**src/rtl/retire_stage.sv**
```systemverilog
// retire_stage: in-order commit stage of the R10K pipeline.
// Retires up to N_WAY completed ROB-head entries per cycle, updates the
// architectural map, hands each retiring T_old to the free list, raises a
// one-cycle flush after a mispredicted branch and latches halted after a halt.
// Optional feature macro: RETIRE_STATS_EN adds a 64-bit retired_insts counter.

`ifndef N
`define N 3
`endif
`ifndef PHYS_REG_SZ_R10K
`define PHYS_REG_SZ_R10K 64
`endif

module retire_stage #(
  parameter int N_WAY     = `N,
  parameter int ARCH_REGS = 32,
  parameter int PHYS_REGS = `PHYS_REG_SZ_R10K,
  parameter int PREG_BITS = $clog2(PHYS_REGS),
  parameter int CNT_BITS  = $clog2(N_WAY + 1)
) (
  input  logic                                  clock,
  input  logic                                  reset,
  input  logic [N_WAY-1:0]                      head_valid,
  input  logic [N_WAY-1:0]                      head_complete,
  input  logic [N_WAY-1:0]                      head_has_dest,
  input  logic [N_WAY-1:0][4:0]                 head_arch_dest,
  input  logic [N_WAY-1:0][PREG_BITS-1:0]       head_T,
  input  logic [N_WAY-1:0][PREG_BITS-1:0]       head_T_old,
  input  logic [N_WAY-1:0]                      head_mispredict,
  input  logic [N_WAY-1:0]                      head_halt,
  output logic [CNT_BITS-1:0]                   rob_pop,
  output logic [N_WAY-1:0][PREG_BITS-1:0]       free_regs,
  output logic [CNT_BITS-1:0]                   free_count,
  output logic                                  flush,
  output logic [ARCH_REGS-1:0][PREG_BITS-1:0]   arch_map,
  output logic                                  halted
`ifdef RETIRE_STATS_EN
  ,
  output logic [63:0]                           retired_insts
`endif
);

  logic [N_WAY-1:0]                retire_mask;
  logic [CNT_BITS-1:0]             retire_cnt;
  logic                            run;
  logic                            mispredict_retire;
  logic                            halt_retire;
  logic [N_WAY-1:0][PREG_BITS-1:0] free_next;
  logic [CNT_BITS-1:0]             free_cnt_next;

  // Find the leading run of completed slots, stopping after a branch
  // mispredict or halt; nothing retires under reset, flush or halt.
  always_comb begin
    retire_mask       = '0;
    retire_cnt        = '0;
    run               = 1'b1;
    mispredict_retire = 1'b0;
    halt_retire       = 1'b0;
    if (!(reset || flush || halted)) begin
      for (int i = 0; i < N_WAY; i++) begin
        if (run && head_valid[i] && head_complete[i]) begin
          retire_mask[i] = 1'b1;
          retire_cnt     = retire_cnt + CNT_BITS'(1);
          if (head_mispredict[i]) mispredict_retire = 1'b1;
          if (head_halt[i])       halt_retire       = 1'b1;
          if (head_mispredict[i] || head_halt[i]) run = 1'b0;
        end else begin
          run = 1'b0;
        end
      end
    end
  end

  assign rob_pop = retire_cnt;

  // Pack the T_olds of retiring destination-writing slots, oldest first.
  always_comb begin
    free_next     = '0;
    free_cnt_next = '0;
    for (int i = 0; i < N_WAY; i++) begin
      if (retire_mask[i] && head_has_dest[i]) begin
        free_next[free_cnt_next] = head_T_old[i];
        free_cnt_next            = free_cnt_next + CNT_BITS'(1);
      end
    end
  end

  // Register the free-list handoff, flush pulse and sticky halt.
  always_ff @(posedge clock) begin
    if (reset) begin
      free_regs  <= '0;
      free_count <= '0;
      flush      <= 1'b0;
      halted     <= 1'b0;
    end else begin
      free_regs  <= free_next;
      free_count <= free_cnt_next;
      flush      <= mispredict_retire;
      halted     <= halted | halt_retire;
    end
  end

  // Commit new mappings; ascending slot order lets the younger slot win
  // on a duplicate destination, and x0 is never remapped.
  always_ff @(posedge clock) begin
    if (reset) begin
      for (int r = 0; r < ARCH_REGS; r++) begin
        arch_map[r] <= PREG_BITS'(r);
      end
    end else begin
      for (int i = 0; i < N_WAY; i++) begin
        if (retire_mask[i] && head_has_dest[i] && (head_arch_dest[i] != 5'd0)) begin
          arch_map[head_arch_dest[i]] <= head_T[i];
        end
      end
    end
  end

`ifdef RETIRE_STATS_EN
  // Running total of retired instructions.
  always_ff @(posedge clock) begin
    if (reset) begin
      retired_insts <= '0;
    end else begin
      retired_insts <= retired_insts + 64'(retire_cnt);
    end
  end
`endif

endmodule

```
**config.mk**
```make
export PLATFORM = sky130hd
export DESIGN_NAME = retire_stage
export DESIGN_NICKNAME = d
export VERILOG_FILES = /design/src/rtl/retire_stage.sv
export SDC_FILE = /design/constraint.sdc
export NUM_CORES = 1
export LEC_CHECK = 0
export CAP_MARGIN = 20
export CORE_ASPECT_RATIO = 1.5
export CORE_MARGIN = 8
export CORE_UTILIZATION = 40
export DETAILED_ROUTE_END_ITERATION = 7
export GPL_TIMING_DRIVEN = 0
export MAX_ROUTING_LAYER = met4
export PLACE_DENSITY = 0.68
export SLEW_MARGIN = 20
export SYNTH_ARGS = -nofsm -noshare
export SYNTH_HDL_FRONTEND = slang
export SYNTH_SLANG_ARGS = --single-unit
```
**constraint.sdc**
```tcl
create_clock -name clock -period 2.6 [get_ports clock]
set_input_delay 0.52 -clock clock [delete_from_list [all_inputs] [get_ports clock]]
set_output_delay 0.52 -clock clock [all_outputs]
set_load 0.1 [all_outputs]
```
Pin map:
Pins as bars across the die edge, other pins in gray.
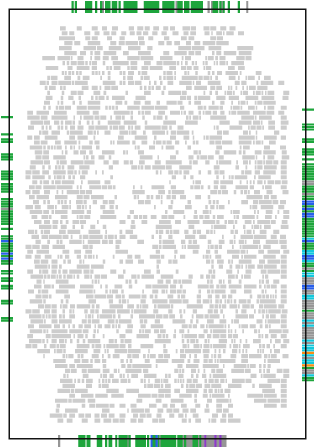
legend:
  head_mispredict:
    color: purple
    pins: 3
    direction: input
    edge: south
  free_count:
    color: orange
    pins: 2
    direction: output
    edge: east
  free_regs:
    color: cyan
    pins: 18
    direction: output
    edge: east
  head_arch_dest:
    color: blue
    pins: 15
    direction: input
    edge: 10 east, 3 west, 2 south
  arch_map:
    color: green
    pins: 192
    direction: output
    edge: 59 north, 46 south, 45 west, 42 east
all pins by edge: 98 east, 72 south, 65 north, 49 west
IO Port Bufs: 272
chip width: 162 um
Die Span Y: 234 um

Clock network drawn from the DEF:
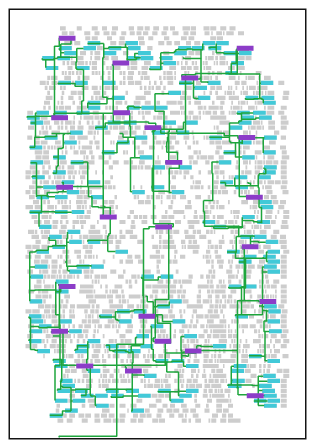
legend:
  flip-flops:
    color: cyan
    count: 214
  clock wires:
    color: green
    length: 3240 um
  cells driving clock nets:
    color: purple
    count: 23
flops lie: widely spread
routed clock nets: 24
Layout Skew: 0.0300 ns
P_clk: 0.00350 W

==> flow_metrics.py <==
# Physical implementation metrics
metrics = {
    "run_status": {
        "outcome": "complete, but fails checks",
        "failed_checks": "setup timing",
    },
    "synth": {
        "synthTopCellsByCount": "dfxtp_1 (214), a21oi_1 (140), mux2i_1 (135)",
        "yosys.area_share.aoi": 0.186,
        "flop_cell": "dfxtp_1",
        "ys_sh_simple": 0.229,
        "synthXorXnorAreaFrac": 0.00138,
        "synth.yosys.warnings": 0,
    },
    "cells_and_area": {
        "diodes": 0,
        "nNetsFinal": 1920,
        "nMultiInputCombCells": 1158,
        "inverters_excl_clock": 10,
        "top_register": "arch_map",
        "final-clk-cell-share": 0.0434,
        "comb_area_share": 0.480,
    },
    "global_route": {
        "grt_pass1_wl_um": 99200,
        "antenna_found_initial": 1,
        "grt_pass1_vias": 14600,
        "grt_max_degree": 16,
    },
    "pwr": {
        "peakVddDrop_mv": 0.443,
        "switching_power_w": 0.00226,
        "swShare": 0.292,
        "combPwrFrac": 0.122,
    },
    "setup_path": {
        "cp_slowest_cell": "nor4b_4",
        "end_kind": "register",
        "worst_r2r_path_depth": 7,
    },
    "detailed_routing": {
        "drtIter0Drc": 1679,
        "drt-met1-wl_um": 24900,
    },
    "sta": {
        "fin_crit_ns": 2.65,
        "worst_pin_slew_ns": 1.22,
        "finalSetupViolCount": 2,
        "finalClockPeriodUsage": 1.02,
        "fin_ws_ns": -0.0539,
    },
    "clocking": {
        "root_buffer": "clkbuf_16",
        "hold_buffers": 0,
        "post_cts_buffers": 18,
    },
    "die": {
        "row_count": 80,
    },
}
Signal wires by layer:
Bar = 50 um.
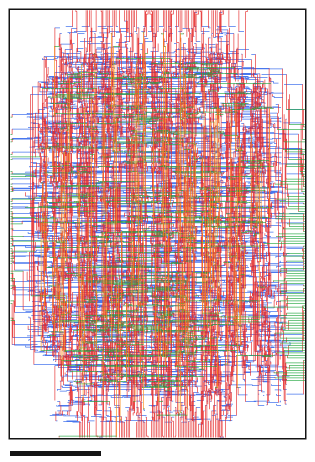
legend:
  met4:
    color: orange
    wire_length: 6620 um
  met3:
    color: green
    wire_length: 6720 um
  met2:
    color: red
    wire_length: 32.8 mm
  met1:
    color: blue
    wire_length: 24.9 mm
WL per Instance: 31.3 um
final wirelength: 71000 um
gr usage total: 0.367
routed vias: 14900

Placement view:
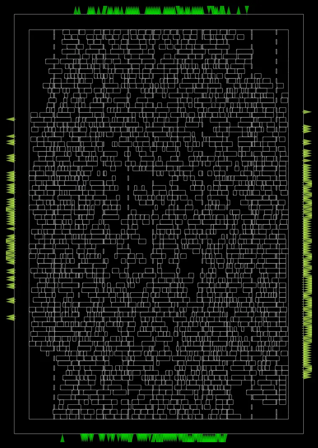
TAP cells: 410
fin util: 0.564
Flops: 214
Fillers: 3111

Power is estimated from default activity; no workload was simulated.
